**config.mk**
```make
export PLATFORM = sky130hd
export DESIGN_NAME = lcd_frame_scheduler
export DESIGN_NICKNAME = d
export VERILOG_FILES = /design/src/rtl/lcd_pkg.sv /design/src/rtl/lcd_rr_arbiter2.sv /design/src/rtl/lcd_frame_scheduler.sv
export SDC_FILE = /design/constraint.sdc
export NUM_CORES = 1
export LEC_CHECK = 0
export ABC_AREA = 1
export CORE_MARGIN = 2
export CORE_UTILIZATION = 54
export DETAILED_ROUTE_END_ITERATION = 12
export PLACE_DENSITY = 0.79
export SLEW_MARGIN = 5
export SYNTH_ARGS = -nofsm -noshare
export SYNTH_HDL_FRONTEND = slang
export SYNTH_SLANG_ARGS = --single-unit
```
**constraint.sdc**
```tcl
create_clock -name clk -period 2.24 [get_ports clk]
set_input_delay 0.448 -clock clk [delete_from_list [all_inputs] [get_ports clk]]
set_output_delay 0.448 -clock clk [all_outputs]
set_load 0.005 [all_outputs]
```
**src/rtl/lcd_pkg.sv**
```systemverilog
// Package: lcd_pkg
// Shared FSM encoding, LCD frame geometry constants and the frame character lookup.
package lcd_pkg;

    localparam int LCD_COLS      = 16;
    localparam int LCD_PAD_CHARS = 24;
    localparam int LCD_LINE1_POS = LCD_COLS + LCD_PAD_CHARS;
    localparam int LCD_LAST_POS  = LCD_LINE1_POS + LCD_COLS - 1;

    localparam logic [7:0]   LCD_SPACE      = 8'h20;
    localparam logic [127:0] LCD_BLANK_LINE = {LCD_COLS{LCD_SPACE}};

    typedef enum logic [2:0] {
        ST_IDLE,
        ST_HOME_ISSUE,
        ST_HOME_WAIT,
        ST_SETTLE,
        ST_CHAR_ISSUE,
        ST_CHAR_GUARD,
        ST_CHAR_WAIT
    } lcd_state_e;

    // Column 0 sits in the top byte of a line; positions between the two lines are padding.
    function automatic logic [7:0] lcd_frame_char(
        input logic [127:0] line0,
        input logic [127:0] line1,
        input logic [5:0]   pos
    );
        logic [3:0] col;
        logic [7:0] ch;
        col = 4'd0;
        ch  = LCD_SPACE;
        if (pos < 6'(LCD_COLS)) begin
            col = pos[3:0];
            ch  = line0[{4'hF - col, 3'b000} +: 8];
        end else if (pos >= 6'(LCD_LINE1_POS) && pos <= 6'(LCD_LAST_POS)) begin
            col = 4'(pos - 6'(LCD_LINE1_POS));
            ch  = line1[{4'hF - col, 3'b000} +: 8];
        end
        return ch;
    endfunction

endpackage

```
**src/rtl/lcd_rr_arbiter2.sv**
```systemverilog
// Module: lcd_rr_arbiter2
// Two-way round-robin arbiter; the pointer only moves when both requesters contend.
module lcd_rr_arbiter2 (
    input  logic clk,
    input  logic rst_n,
    input  logic en,
    input  logic req0,
    input  logic req1,
    output logic gnt0,
    output logic gnt1
);

    logic rr_ptr_q;
    logic rr_ptr_d;

    always_comb begin
        gnt0     = en & req0 & (~req1 | ~rr_ptr_q);
        gnt1     = en & req1 & (~req0 | rr_ptr_q);
        rr_ptr_d = rr_ptr_q;
        if (en & req0 & req1) begin
            rr_ptr_d = ~rr_ptr_q;
        end
    end

    always_ff @(posedge clk or negedge rst_n) begin
        if (!rst_n) begin
            rr_ptr_q <= 1'b0;
        end else begin
            rr_ptr_q <= rr_ptr_d;
        end
    end

endmodule

```
**src/rtl/lcd_frame_scheduler.sv**
```systemverilog
// Module: lcd_frame_scheduler
// Arbitrates two line writers into a 2x16 frame buffer and replays the frame into the LCD driver.
// Optional periodic refresh is enabled by defining LCD_PERIODIC_REFRESH_EN.
module lcd_frame_scheduler
    import lcd_pkg::*;
#(
    parameter int HOME_SETTLE = 100000
`ifdef LCD_PERIODIC_REFRESH_EN
    ,
    parameter int REFRESH_CYCLES = 50000000
`endif
) (
    input  logic         clk,
    input  logic         rst_n,
    input  logic         req0,
    input  logic         sel0,
    input  logic [127:0] text0,
    output logic         ack0,
    input  logic         req1,
    input  logic         sel1,
    input  logic [127:0] text1,
    output logic         ack1,
    input  logic         lcd_ready,
    output logic [7:0]   lcd_char,
    output logic         lcd_write_char,
    output logic         lcd_home,
    output logic         busy
);

    localparam int SETTLE_W = $clog2(HOME_SETTLE + 1);

    lcd_state_e          state_q, state_d;
    logic [5:0]          pos_q, pos_d;
    logic [SETTLE_W-1:0] cnt_q, cnt_d;
    logic                dirty_q, dirty_d;
    logic [127:0]        line0_q, line0_d;
    logic [127:0]        line1_q, line1_d;
    logic                ack0_q, ack0_d;
    logic                ack1_q, ack1_d;

    logic                gnt0, gnt1;
    logic                gnt_sel;
    logic [127:0]        gnt_text;
    logic                refresh_tick;

    // A requester whose ack is in flight still holds req this cycle, so mask it out.
    lcd_rr_arbiter2 u_arb (
        .clk   (clk),
        .rst_n (rst_n),
        .en    (state_q == ST_IDLE),
        .req0  (req0 & ~ack0_q),
        .req1  (req1 & ~ack1_q),
        .gnt0  (gnt0),
        .gnt1  (gnt1)
    );

`ifdef LCD_PERIODIC_REFRESH_EN
    localparam int REFRESH_W = $clog2(REFRESH_CYCLES);

    logic [REFRESH_W-1:0] refresh_cnt_q, refresh_cnt_d;

    always_comb begin
        refresh_tick  = (refresh_cnt_q == '0);
        refresh_cnt_d = refresh_tick ? REFRESH_W'(REFRESH_CYCLES - 1)
                                     : refresh_cnt_q - REFRESH_W'(1);
    end

    always_ff @(posedge clk or negedge rst_n) begin
        if (!rst_n) begin
            refresh_cnt_q <= REFRESH_W'(REFRESH_CYCLES - 1);
        end else begin
            refresh_cnt_q <= refresh_cnt_d;
        end
    end
`else
    assign refresh_tick = 1'b0;
`endif

    always_comb begin
        state_d        = state_q;
        pos_d          = pos_q;
        cnt_d          = cnt_q;
        dirty_d        = dirty_q | refresh_tick;
        line0_d        = line0_q;
        line1_d        = line1_q;
        ack0_d         = gnt0;
        ack1_d         = gnt1;
        lcd_home       = 1'b0;
        lcd_write_char = 1'b0;
        gnt_sel        = gnt1 ? sel1 : sel0;
        gnt_text       = gnt1 ? text1 : text0;

        if (gnt0 | gnt1) begin
            dirty_d = 1'b1;
            if (gnt_sel) begin
                line1_d = gnt_text;
            end else begin
                line0_d = gnt_text;
            end
        end

        case (state_q)
            ST_IDLE: begin
                if (!(gnt0 | gnt1) && dirty_q && lcd_ready) begin
                    state_d = ST_HOME_ISSUE;
                end
            end
            ST_HOME_ISSUE: begin
                lcd_home = 1'b1;
                dirty_d  = refresh_tick;
                pos_d    = 6'd0;
                cnt_d    = '0;
                state_d  = ST_HOME_WAIT;
            end
            // cnt == 0 marks the guard cycle before the driver has had a chance to drop ready.
            ST_HOME_WAIT: begin
                if (cnt_q == '0) begin
                    cnt_d = SETTLE_W'(1);
                end else if (lcd_ready) begin
                    cnt_d   = SETTLE_W'(HOME_SETTLE - 1);
                    state_d = ST_SETTLE;
                end
            end
            ST_SETTLE: begin
                if (cnt_q == '0) begin
                    state_d = ST_CHAR_ISSUE;
                end else begin
                    cnt_d = cnt_q - SETTLE_W'(1);
                end
            end
            ST_CHAR_ISSUE: begin
                if (lcd_ready) begin
                    lcd_write_char = 1'b1;
                    state_d        = ST_CHAR_GUARD;
                end
            end
            ST_CHAR_GUARD: begin
                state_d = ST_CHAR_WAIT;
            end
            ST_CHAR_WAIT: begin
                if (lcd_ready) begin
                    if (pos_q == 6'(LCD_LAST_POS)) begin
                        state_d = ST_IDLE;
                    end else begin
                        pos_d   = pos_q + 6'd1;
                        state_d = ST_CHAR_ISSUE;
                    end
                end
            end
            default: begin
                state_d = ST_IDLE;
            end
        endcase
    end

    always_comb begin
        lcd_char = 8'h00;
        if (state_q inside {ST_CHAR_ISSUE, ST_CHAR_GUARD, ST_CHAR_WAIT}) begin
            lcd_char = lcd_frame_char(line0_q, line1_q, pos_q);
        end
    end

    assign ack0 = ack0_q;
    assign ack1 = ack1_q;
    assign busy = (state_q != ST_IDLE);

    always_ff @(posedge clk or negedge rst_n) begin
        if (!rst_n) begin
            state_q <= ST_IDLE;
            pos_q   <= 6'd0;
            cnt_q   <= '0;
            dirty_q <= 1'b1;
            line0_q <= LCD_BLANK_LINE;
            line1_q <= LCD_BLANK_LINE;
            ack0_q  <= 1'b0;
            ack1_q  <= 1'b0;
        end else begin
            state_q <= state_d;
            pos_q   <= pos_d;
            cnt_q   <= cnt_d;
            dirty_q <= dirty_d;
            line0_q <= line0_d;
            line1_q <= line1_d;
            ack0_q  <= ack0_d;
            ack1_q  <= ack1_d;
        end
    end

endmodule

```
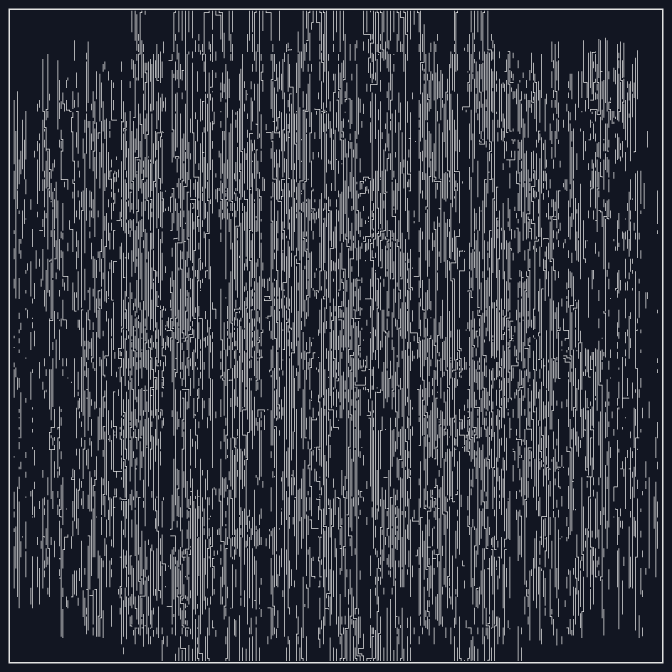
Figure 1: metal 2.
share of all routed wire: 47%
nets with wire on the layer: 2342
main direction: vertical
wire length on this layer: 26.6 mm

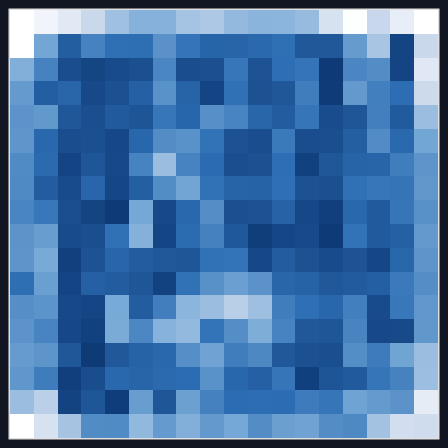
Figure 2: placement density heat map.
18 x 18 tiles, from white (low) to dark blue (high), 0 to 100% covered.
nearly empty tiles: 1.5%
fullest tile: 96%
mean over tiles: 69%
tiles over 75% full: 47%

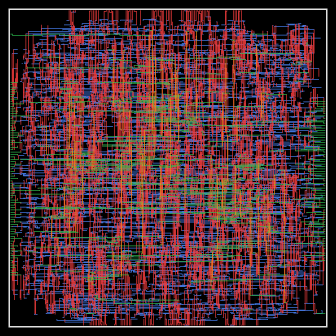
Figure 3: wiring by layer.
[green] M3 | wire length: 5130 um
[blue] M1 | wire length: 22.1 mm
[orange] M4 | wire length: 2180 um
[red] M2 | wire length: 26.6 mm
total routed wirelength: 56.0 mm
combined global-route utilization of all metal layers: 35.2%
number of vias after detailed routing: 17000
WL per Instance: 18.2 um

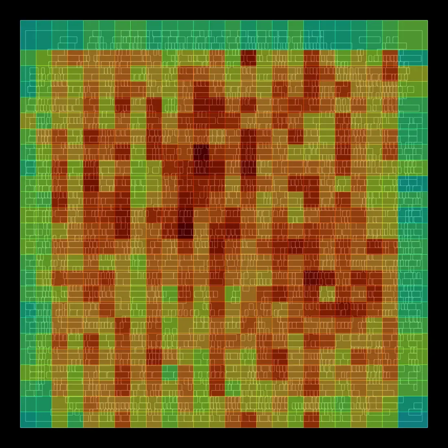
Figure 4: congestion heat map.
met3 GRT Util: 6.84%
met1 routing resource usage after global routing: 45.7%
met2 track demand over resource in global routing: 58.7%
Core Util, Final: 75.3%

-- through the flow --
stage	std cells	setup TNS (ns)	cell area, um^2
after floorplan	2346	0	16500
final	3077	-4.81	22400
after CTS	3079	-4.25	22200
after global placement	3008	-11.51	20600
after detailed placement	3008	-15.28	20600
after global routing	3077	-5.15	22400
-- area by class of cell --
| class | count | area, um^2 | area share, % |
|---|---|---|---|
| Clock inverter | 15 | 215 | 0.960 |
| Multi-Input combinational cell | 1722 | 8250 | 36.8 |
| Inverter | 186 | 713 | 3.18 |
| Clock buffer | 41 | 873 | 3.89 |
| Tap cell | 390 | 488 | 2.18 |
| Sequential cell | 286 | 7200 | 32.1 |
| Timing Repair Buffer | 437 | 4680 | 20.9 |
==> out/metrics.csv <==
stage,metric,value,unit
setup_path,cp_num_buf_inv,4,
routing,detail_route.vias_per_cell,5.53,
clock_tree,cts_root_buf,clkbuf_16,
yosys,yosys_warnings,0,
routing,met1_length,22.1,mm
place,dp_worst_setup_slack,-0.475,ns
setup_path,critPathLaunchType,flop,
yosys,synthMuxAreaShare,0,%
run_status,status,"complete, but fails checks",
sta,fin_hold_viols,0,
clock_tree,cts_setup_buffers,10,
setup_path,timing.critical_path.cells,"clkinv_8, buf_8, buf_12, nand2_1, nand3_2, nand3_2, nand3_1, nand3_1, a21oi_4, buf_2",
routing,detail_route.iter0.violations,1705,
yosys,largest_area_contributor_in_the_synthesized_netlist,dfrtp_1,
clock_tree,ctsHtreeMaxLevel,1,
power_and_ir_drop,share_clk_of_total_power,19.8,%
final_layout,lay_top_cells,"nand2_1 (1086), clkdlybuf4s50_1 (263), dfrtp_1 (251)",
sta,setup_repair_after_global_routing_missed_its_margin,true,
run_status,violations,setup timing,
power_and_ir_drop,power_frac_comb,46.0,%
floorplanning,fp-row-count,63,
routing,dr_top_layer,met4,
floorplanning,fp.dieH,179,um
clock_tree,cts-hold-fix-buffers,1,
yosys,synth.yosys.num_cells,2346,
sta,timing.final.max_slew_violations,0,
routing,detail_route_met3_wl,5.13,mm
place,buffer_ports.inserted,275,
final_layout,post_route_cells_drive_above_1_share,18.3,%
yosys,floorplan.nets,2611,
final_layout,count_of_antenna_diodes_in_the_layout,0,
routing,detail-route-antenna-nets,0,
sta,layout_worst_path_cycle_share,128,%
sta,final.setup.worst_slack,-0.625,ns
setup_path,worstPathArrival,2.42,ns
setup_path,worst-r2r-setup-slack,0.11,ns
power_and_ir_drop,internal-power,16100,uW
grt,grt_first_pass_wirelength,87.8,mm
yosys,ff_type,dfrtp_1,
yosys,netlist_logic_family_top,simple AND/OR/NAND/NOR gates,
power_and_ir_drop,power-per-cell-area,1230,nW/um^2
setup_path,cp.depth,10,
yosys,postSynthRegisterBits,286,
grt,grt_max_degree,70,
clock_tree,cts.repair.resized,124,
yosys,synth-simple-area-share,33.3,%
place,place.detailed.hpwl,39.5,mm
place,routability_congestion,0.949,
yosys,syn_avg_cell_area,7.01,um^2
power_and_ir_drop,design_power_total,27700,uW
clock_tree,cts_tree,yes,
final_layout,final_common_cell,nand2_1,
setup_path,timing.critical_path.max_delay_family,flip-flops,
yosys,ys_seq_share,43.8,%
grt,grt_antenna_before_repair,0,
final_layout,final_net_count,2928,
clock_tree,clk_transition_reported_paths,0.07,ns
power_and_ir_drop,sw_share,41.9,%
power_and_ir_drop,ir_worst_vdd,0.863,mV
yosys,netlist.area_leader.share,38.5,%
hold_path,holdCritPathClass,input pin to asynchronous set/reset pin,
power_and_ir_drop,share_seq_of_total_power,34.2,%
setup_path,critical_path.reg2reg.startpoint,state_q[1],
yosys,compound_area_share,13.1,%
routing,met2_length,26.6,mm
clock_tree,clock_tree.buffer_depth,3,
floorplanning,die_extent_in_x,179,um
setup_path,critical-path-slowest-cell,dfrtp_4,
sta,setup_viol,8,
power_and_ir_drop,power.switching,11600,uW
floorplanning,fp.coreArea,29800,um^2
yosys,edf_count,0,
yosys,synth_async_sr_flop_share,100,%
setup_path,critPathRequiredTime,1.79,ns
Power figures rest on the tool's default switching activity, not on a simulated workload.
